<file path="src/rtl/regfile_sequencer_pkg.sv">
// rtl/regfile_sequencer_pkg.sv - shared widths, opcode and state enums
package regfile_sequencer_pkg;
    localparam int DATA_W = 8;
    localparam int ADDR_W = 2;

    typedef enum logic [2:0] {
        OP_NOP  = 3'd0,
        OP_ADD  = 3'd1,
        OP_SUB  = 3'd2,
        OP_AND  = 3'd3,
        OP_OR   = 3'd4,
        OP_XOR  = 3'd5,
        OP_MOV  = 3'd6,
        OP_MOVI = 3'd7
    } op_e;

    typedef enum logic [2:0] {
        S_IDLE   = 3'd0,
        S_READ   = 3'd1,
        S_EXEC   = 3'd2,
        S_WRITE  = 3'd3,
        S_RETIRE = 3'd4
    } state_e;
endpackage

</file>
<file path="src/rtl/regfile_sequencer_if.sv">
// rtl/regfile_sequencer_if.sv - instruction handshake and register-file port bundle
interface regfile_sequencer_if #(
    parameter int DATA_W = regfile_sequencer_pkg::DATA_W,
    parameter int ADDR_W = regfile_sequencer_pkg::ADDR_W
);
    logic              ins_valid;
    logic              ins_ready;
    logic [2:0]        ins_op;
    logic [ADDR_W-1:0] ins_rd;
    logic [ADDR_W-1:0] ins_rs1;
    logic [ADDR_W-1:0] ins_rs2;
    logic [DATA_W-1:0] ins_imm;
    logic [ADDR_W-1:0] ra1;
    logic [ADDR_W-1:0] ra2;
    logic [DATA_W-1:0] rd1;
    logic [DATA_W-1:0] rd2;
    logic [ADDR_W-1:0] ra3;
    logic [DATA_W-1:0] wd3;
    logic              we3;

    modport slave (
        input  ins_valid, ins_op, ins_rd, ins_rs1, ins_rs2, ins_imm, rd1, rd2,
        output ins_ready, ra1, ra2, ra3, wd3, we3
    );

    modport master (
        output ins_valid, ins_op, ins_rd, ins_rs1, ins_rs2, ins_imm, rd1, rd2,
        input  ins_ready, ra1, ra2, ra3, wd3, we3
    );
endinterface

</file>
<file path="src/rtl/regfile_sequencer_alu.sv">
// rtl/regfile_sequencer_alu.sv - combinational ALU for the sequencer EXEC stage
module seq_alu
    import regfile_sequencer_pkg::*;
#(
    parameter int DATA_W = regfile_sequencer_pkg::DATA_W
) (
    input  op_e               i_op,
    input  logic [DATA_W-1:0] i_a,
    input  logic [DATA_W-1:0] i_b,
    input  logic [DATA_W-1:0] i_imm,
    output logic [DATA_W-1:0] o_result,
    output logic              o_carry,
    output logic              o_zero
);
    logic [DATA_W:0] w_sum;
    logic [DATA_W:0] w_diff;

    assign w_sum  = {1'b0, i_a} + {1'b0, i_b};
    // top bit of the widened difference is the unsigned borrow (a < b)
    assign w_diff = {1'b0, i_a} - {1'b0, i_b};

    always_comb begin
        o_result = '0;
        o_carry  = 1'b0;
        case (i_op)
            OP_ADD: begin
                o_result = w_sum[DATA_W-1:0];
                o_carry  = w_sum[DATA_W];
            end
            OP_SUB: begin
                o_result = w_diff[DATA_W-1:0];
                o_carry  = w_diff[DATA_W];
            end
            OP_AND:  o_result = i_a & i_b;
            OP_OR:   o_result = i_a | i_b;
            OP_XOR:  o_result = i_a ^ i_b;
            OP_MOV:  o_result = i_a;
            OP_MOVI: o_result = i_imm;
            default: o_result = '0;
        endcase
    end

    assign o_zero = (o_result == '0);
endmodule

</file>
<file path="src/rtl/regfile_sequencer.sv">
// rtl/regfile_sequencer.sv - five-state instruction sequencer driving a 3-port register file
module regfile_sequencer
    import regfile_sequencer_pkg::*;
#(
    parameter int DATA_W = regfile_sequencer_pkg::DATA_W,
    parameter int ADDR_W = regfile_sequencer_pkg::ADDR_W
) (
    input  logic                i_clk,
    input  logic                i_rst_n,
    regfile_sequencer_if.slave  bus,
    output logic                o_done,
    output logic                o_flag_z,
    output logic                o_flag_c
);
    state_e            r_state;
    state_e            w_next;
    op_e               r_op;
    logic [ADDR_W-1:0] r_rd;
    logic [ADDR_W-1:0] r_rs1;
    logic [ADDR_W-1:0] r_rs2;
    logic [ADDR_W-1:0] r_ra3;
    logic [DATA_W-1:0] r_imm;
    logic [DATA_W-1:0] r_a;
    logic [DATA_W-1:0] r_b;
    logic [DATA_W-1:0] r_result;
    logic              r_res_z;
    logic              r_res_c;
    logic              r_flag_z;
    logic              r_flag_c;
    logic [DATA_W-1:0] w_alu_result;
    logic              w_alu_carry;
    logic              w_alu_zero;
    logic              w_ins_ready;
    logic              w_we3;
    logic              w_done;

    seq_alu #(.DATA_W(DATA_W)) u_alu (
        .i_op     (r_op),
        .i_a      (r_a),
        .i_b      (r_b),
        .i_imm    (r_imm),
        .o_result (w_alu_result),
        .o_carry  (w_alu_carry),
        .o_zero   (w_alu_zero)
    );

    always_ff @(posedge i_clk or negedge i_rst_n) begin
        if (!i_rst_n) r_state <= S_IDLE;
        else          r_state <= w_next;
    end

    always_comb begin
        w_next      = r_state;
        w_ins_ready = 1'b0;
        w_we3       = 1'b1;
        w_done      = 1'b0;
        case (r_state)
            S_IDLE: begin
                w_ins_ready = 1'b1;
                if (bus.ins_valid) w_next = S_READ;
            end
            S_READ:  w_next = S_EXEC;
            S_EXEC:  w_next = S_WRITE;
            S_WRITE: begin
                w_we3  = (r_op == OP_NOP);
                w_next = S_RETIRE;
            end
            S_RETIRE: begin
                w_done = 1'b1;
                w_next = S_IDLE;
            end
            default: w_next = S_IDLE;
        endcase
    end

    always_ff @(posedge i_clk or negedge i_rst_n) begin
        if (!i_rst_n) begin
            r_op     <= OP_NOP;
            r_rd     <= '0;
            r_rs1    <= '0;
            r_rs2    <= '0;
            r_ra3    <= '0;
            r_imm    <= '0;
            r_a      <= '0;
            r_b      <= '0;
            r_result <= '0;
            r_res_z  <= 1'b0;
            r_res_c  <= 1'b0;
            r_flag_z <= 1'b0;
            r_flag_c <= 1'b0;
        end else begin
            if (r_state == S_IDLE && bus.ins_valid) begin
                r_op  <= op_e'(bus.ins_op);
                r_rd  <= bus.ins_rd;
                r_rs1 <= bus.ins_rs1;
                r_rs2 <= bus.ins_rs2;
                r_imm <= bus.ins_imm;
            end
            if (r_state == S_READ) begin
                r_a <= bus.rd1;
                r_b <= bus.rd2;
            end
            // RA3 only moves when a write is about to be presented
            if (r_state == S_EXEC) begin
                r_result <= w_alu_result;
                r_res_z  <= w_alu_zero;
                r_res_c  <= w_alu_carry;
                r_ra3    <= r_rd;
            end
            if (r_state == S_WRITE && (r_op inside {OP_ADD, OP_SUB, OP_AND, OP_OR, OP_XOR})) begin
                r_flag_z <= r_res_z;
                r_flag_c <= r_res_c;
            end
        end
    end

    assign bus.ins_ready = w_ins_ready;
    assign bus.ra1       = r_rs1;
    assign bus.ra2       = r_rs2;
    assign bus.ra3       = r_ra3;
    assign bus.wd3       = r_result;
    assign bus.we3       = w_we3;
    assign o_done        = w_done;
    assign o_flag_z      = r_flag_z;
    assign o_flag_c      = r_flag_c;
endmodule

</file>
<file path="src/flat_wrapper.sv">
// flat-port wrapper written by rule: the top's interface ports become plain ports
module regfile_sequencer_flat import regfile_sequencer_pkg::*;
#(
    parameter int DATA_W = regfile_sequencer_pkg::DATA_W,
    parameter int ADDR_W = regfile_sequencer_pkg::ADDR_W
)
  (i_clk, i_rst_n, o_done, o_flag_z, o_flag_c, bus_ins_valid, bus_ins_op, bus_ins_rd, bus_ins_rs1, bus_ins_rs2, bus_ins_imm, bus_rd1, bus_rd2, bus_ins_ready, bus_ra1, bus_ra2, bus_ra3, bus_wd3, bus_we3);
  regfile_sequencer_if #(.DATA_W(DATA_W), .ADDR_W(ADDR_W)) bus_i ();
  input  logic i_clk;
  input  logic i_rst_n;
  output logic o_done;
  output logic o_flag_z;
  output logic o_flag_c;
  input wire logic [$bits(bus_i.ins_valid)-1:0] bus_ins_valid;
  input wire logic [$bits(bus_i.ins_op)-1:0] bus_ins_op;
  input wire logic [$bits(bus_i.ins_rd)-1:0] bus_ins_rd;
  input wire logic [$bits(bus_i.ins_rs1)-1:0] bus_ins_rs1;
  input wire logic [$bits(bus_i.ins_rs2)-1:0] bus_ins_rs2;
  input wire logic [$bits(bus_i.ins_imm)-1:0] bus_ins_imm;
  input wire logic [$bits(bus_i.rd1)-1:0] bus_rd1;
  input wire logic [$bits(bus_i.rd2)-1:0] bus_rd2;
  output wire logic [$bits(bus_i.ins_ready)-1:0] bus_ins_ready;
  output wire logic [$bits(bus_i.ra1)-1:0] bus_ra1;
  output wire logic [$bits(bus_i.ra2)-1:0] bus_ra2;
  output wire logic [$bits(bus_i.ra3)-1:0] bus_ra3;
  output wire logic [$bits(bus_i.wd3)-1:0] bus_wd3;
  output wire logic [$bits(bus_i.we3)-1:0] bus_we3;
  assign bus_i.ins_valid = bus_ins_valid;
  assign bus_i.ins_op = bus_ins_op;
  assign bus_i.ins_rd = bus_ins_rd;
  assign bus_i.ins_rs1 = bus_ins_rs1;
  assign bus_i.ins_rs2 = bus_ins_rs2;
  assign bus_i.ins_imm = bus_ins_imm;
  assign bus_i.rd1 = bus_rd1;
  assign bus_i.rd2 = bus_rd2;
  assign bus_ins_ready = bus_i.ins_ready;
  assign bus_ra1 = bus_i.ra1;
  assign bus_ra2 = bus_i.ra2;
  assign bus_ra3 = bus_i.ra3;
  assign bus_wd3 = bus_i.wd3;
  assign bus_we3 = bus_i.we3;
  regfile_sequencer #(.DATA_W(DATA_W), .ADDR_W(ADDR_W)) u_core (.i_clk(i_clk), .i_rst_n(i_rst_n), .bus(bus_i), .o_done(o_done), .o_flag_z(o_flag_z), .o_flag_c(o_flag_c));
endmodule
</file>
<file path="config.mk">
export PLATFORM = sky130hd
export DESIGN_NAME = regfile_sequencer_flat
export DESIGN_NICKNAME = d
export VERILOG_FILES = /design/src/rtl/regfile_sequencer_pkg.sv /design/src/rtl/regfile_sequencer_if.sv /design/src/rtl/regfile_sequencer_alu.sv /design/src/rtl/regfile_sequencer.sv /design/src/flat_wrapper.sv
export SDC_FILE = /design/constraint.sdc
export NUM_CORES = 1
export LEC_CHECK = 0
export CORE_MARGIN = 2
export CORE_UTILIZATION = 56
export CTS_BUF_LIST = sky130_fd_sc_hd__clkbuf_16
export DETAILED_ROUTE_END_ITERATION = 16
export PLACE_DENSITY = 0.84
export SLEW_MARGIN = 20
export SYNTH_ARGS = -nofsm -noshare
export SYNTH_HDL_FRONTEND = slang
export SYNTH_SLANG_ARGS = --single-unit
</file>
<file path="constraint.sdc">
create_clock -name i_clk -period 4.15 [get_ports i_clk]
set_clock_uncertainty 0.15 [all_clocks]
set_input_delay 0.83 -clock i_clk [delete_from_list [all_inputs] [get_ports i_clk]]
set_output_delay 0.83 -clock i_clk [all_outputs]
set_load 0.02 [all_outputs]
</file>
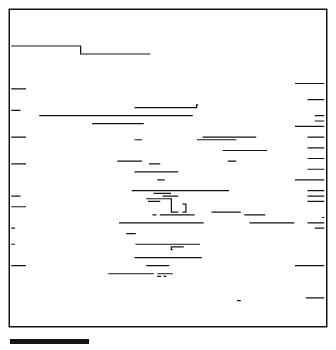
layer_met3.png
The bar under the picture is 20 um long.
share of all routed wire: 5.9%
main direction: horizontal
nets with wire on the layer: 52
wire length on this layer: 425 um

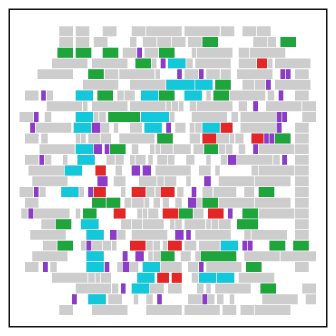
logic_types.png
[green] mux cells | cells: 33 | most used: mux2_2 | where: all over the die
[red] non-inverting ao/oa cells | cells: 15
[cyan] fa/ha/maj cells | cells: 26 | most used: ha_1
[purple] nand cells | cells: 51 | most used: nand2_1 | where: all over the die

==> run notes <==
Flow results follow.

The share of total power consumed by net switching is 45.13%. Per the final layout report, the fraction of cells sized above drive strength 1 comes to around 15%. Once the clock tree was built, the setup fixing pass inserted 0 buffers. The number of antenna violations at the first check in global routing is 0.

STA classifies the critical path startpoint as a register. The HPWL after detailed placement is 5.173 mm. STA shows the worst reg2reg path with a cell count of 8. The main area contributors are dfrtp_1 (38%), ha_1 (9.2%), mux2_2 (8.3%). The final setup violation count is 0. From synthesis to final layout, the design area changed by 20.21%. Summing over every cut layer, the via total after detailed routing is between 2000 and 3000. The buffer-and-inverter tally for the worst setup path is 1. The main flop type is dfrtp_1.

The die is 80.19 um tall. The met2 usage in global routing is 40.17%. The multi-input gate count is 230. The standard cell with the maximum stage delay on the critical path is clkdlybuf4s50_1. Across the whole layout, storage elements make up 32.02% of the cell area. The run finished with clean final reports. The repair_antennas step left the layout with diodes totalling 0.

Summed over all layers, the routed wires come to just over 7 mm. The initial utilization of the core area, before any placement, comes to 58.67%. Cell internal power was estimated by the tool at 1.958 mW. Per the GRT congestion report, total overflow comes to 0. The root buffer cell is clkbuf_16.

The chip occupies 6430 um2. The worst hold path depth is 2. The most frequent logic cell in the layout is clkdlybuf4s50_1. The clock network power share is about 11%. The most popular library cell in the synthesized design by count is dfrtp_1. The worst hold path startpoint is u_core.bus.ra3[1]. The number of warning messages in the logs is approximately 42.

The leading power group is combinational logic. The total combinational power is 2.23 mW. The max-cap check violation count is 0. The sequential element share of the synthesized area is 38.49%. The endpoint arrival time on the critical path is 2.11 ns. The total clock buffers created by CTS is 5. The fraction of the core area covered by cells at the end of the flow is a little over two thirds. The multi-input combinational cells in the finished layout cover a total of about 1800 um2. After routing, the total negative slack on setup checks comes to 0 ns.

The post-synth count of flops with an enable pin is 0. After clock tree synthesis, the flow added hold-fix buffers numbering 0. In the log, the iteration count for the first detailed-route pass is 5. The routability congestion estimate from global placement is 0.9290. Including well taps, the total number of placed cells is 435. The delay of the slowest cell on the worst path is 0.68 ns.

The highest net fanout along the worst path is 23. Per the synth stats, the proportion of register bits with asynchronous set or reset is 100.0%. The fraction of synthesized cell area taken by the top area cell type is between 30% and 40%. The leakage power is 1.691 nW. The proportion of final cell area spent on non-clock buffers is between 10% and 20%. Once detail routing completed, the nets flagged for antenna violations numbered 0. The final total power is 3.569 mW. The cell depth of the worst setup path is 2.

The synthesized area per cell is 10.03 um2. Across all register-to-register paths, the minimum setup slack is 1.36 ns. The critical path class is reg2out. The core region is roughly 5500 um2. The number of hold violations in the final report is 0. TritonCTS built the clock tree.

The combined global-route utilization of all metal layers is 24.28%. The synthesis stat section lists a flop and latch total of 50. The length of routed wiring on met1 is 3.150 mm. The skew report gives the latency at the later pin of the worst-skew pair as 0.29 ns. The transition time at the pin with the least slew margin is a little over 0.9 ns. Ranked by instance count, the synthesized netlist is headed by dfrtp_1 (50), nand2_1 (39), inv_1 (27), o21ai_0 (26). Setup repair after global routing left no endpoint under its margin. For the sequential group, total power comes out at roughly 0.94 mW.

The CTS H-tree depth is 2. Gates resized during post-CTS repair numbered 0. The number of instances in the synthesized netlist is roughly 320. The clock-pin transition on the worst setup and hold timing paths is 0.07 ns.
-- kinds of logic after synthesis --
family	count (synthesis)	synth area share, %
AOI/OAI and AO/OA	84	18.78
xor gates and xnor gates	2	0.5390
adders and majority gates	26	10.47
buffers and inverters	44	7.198
DFF	50	38.49
muxes	33	12.09
and+or+nand+nor	85	12.43
-- sequential cells by signal, indices dropped and copies added, names as in the netlist --
register	count
u_core.r_rd	2
u_core.r_a	8
u_core.r_res_z	1
u_core.r_state	3
u_core.r_res_c	1
u_core.r_b	8
u_core.r_op	3
u_core.bus.ra1	2
u_core.r_imm	8
u_core.o_flag_z	1
u_core.bus.wd3	8
u_core.o_flag_c	1
u_core.bus.ra2	2
u_core.bus.ra3	2
No activity file was given, so power comes from the tool's default toggle rates.
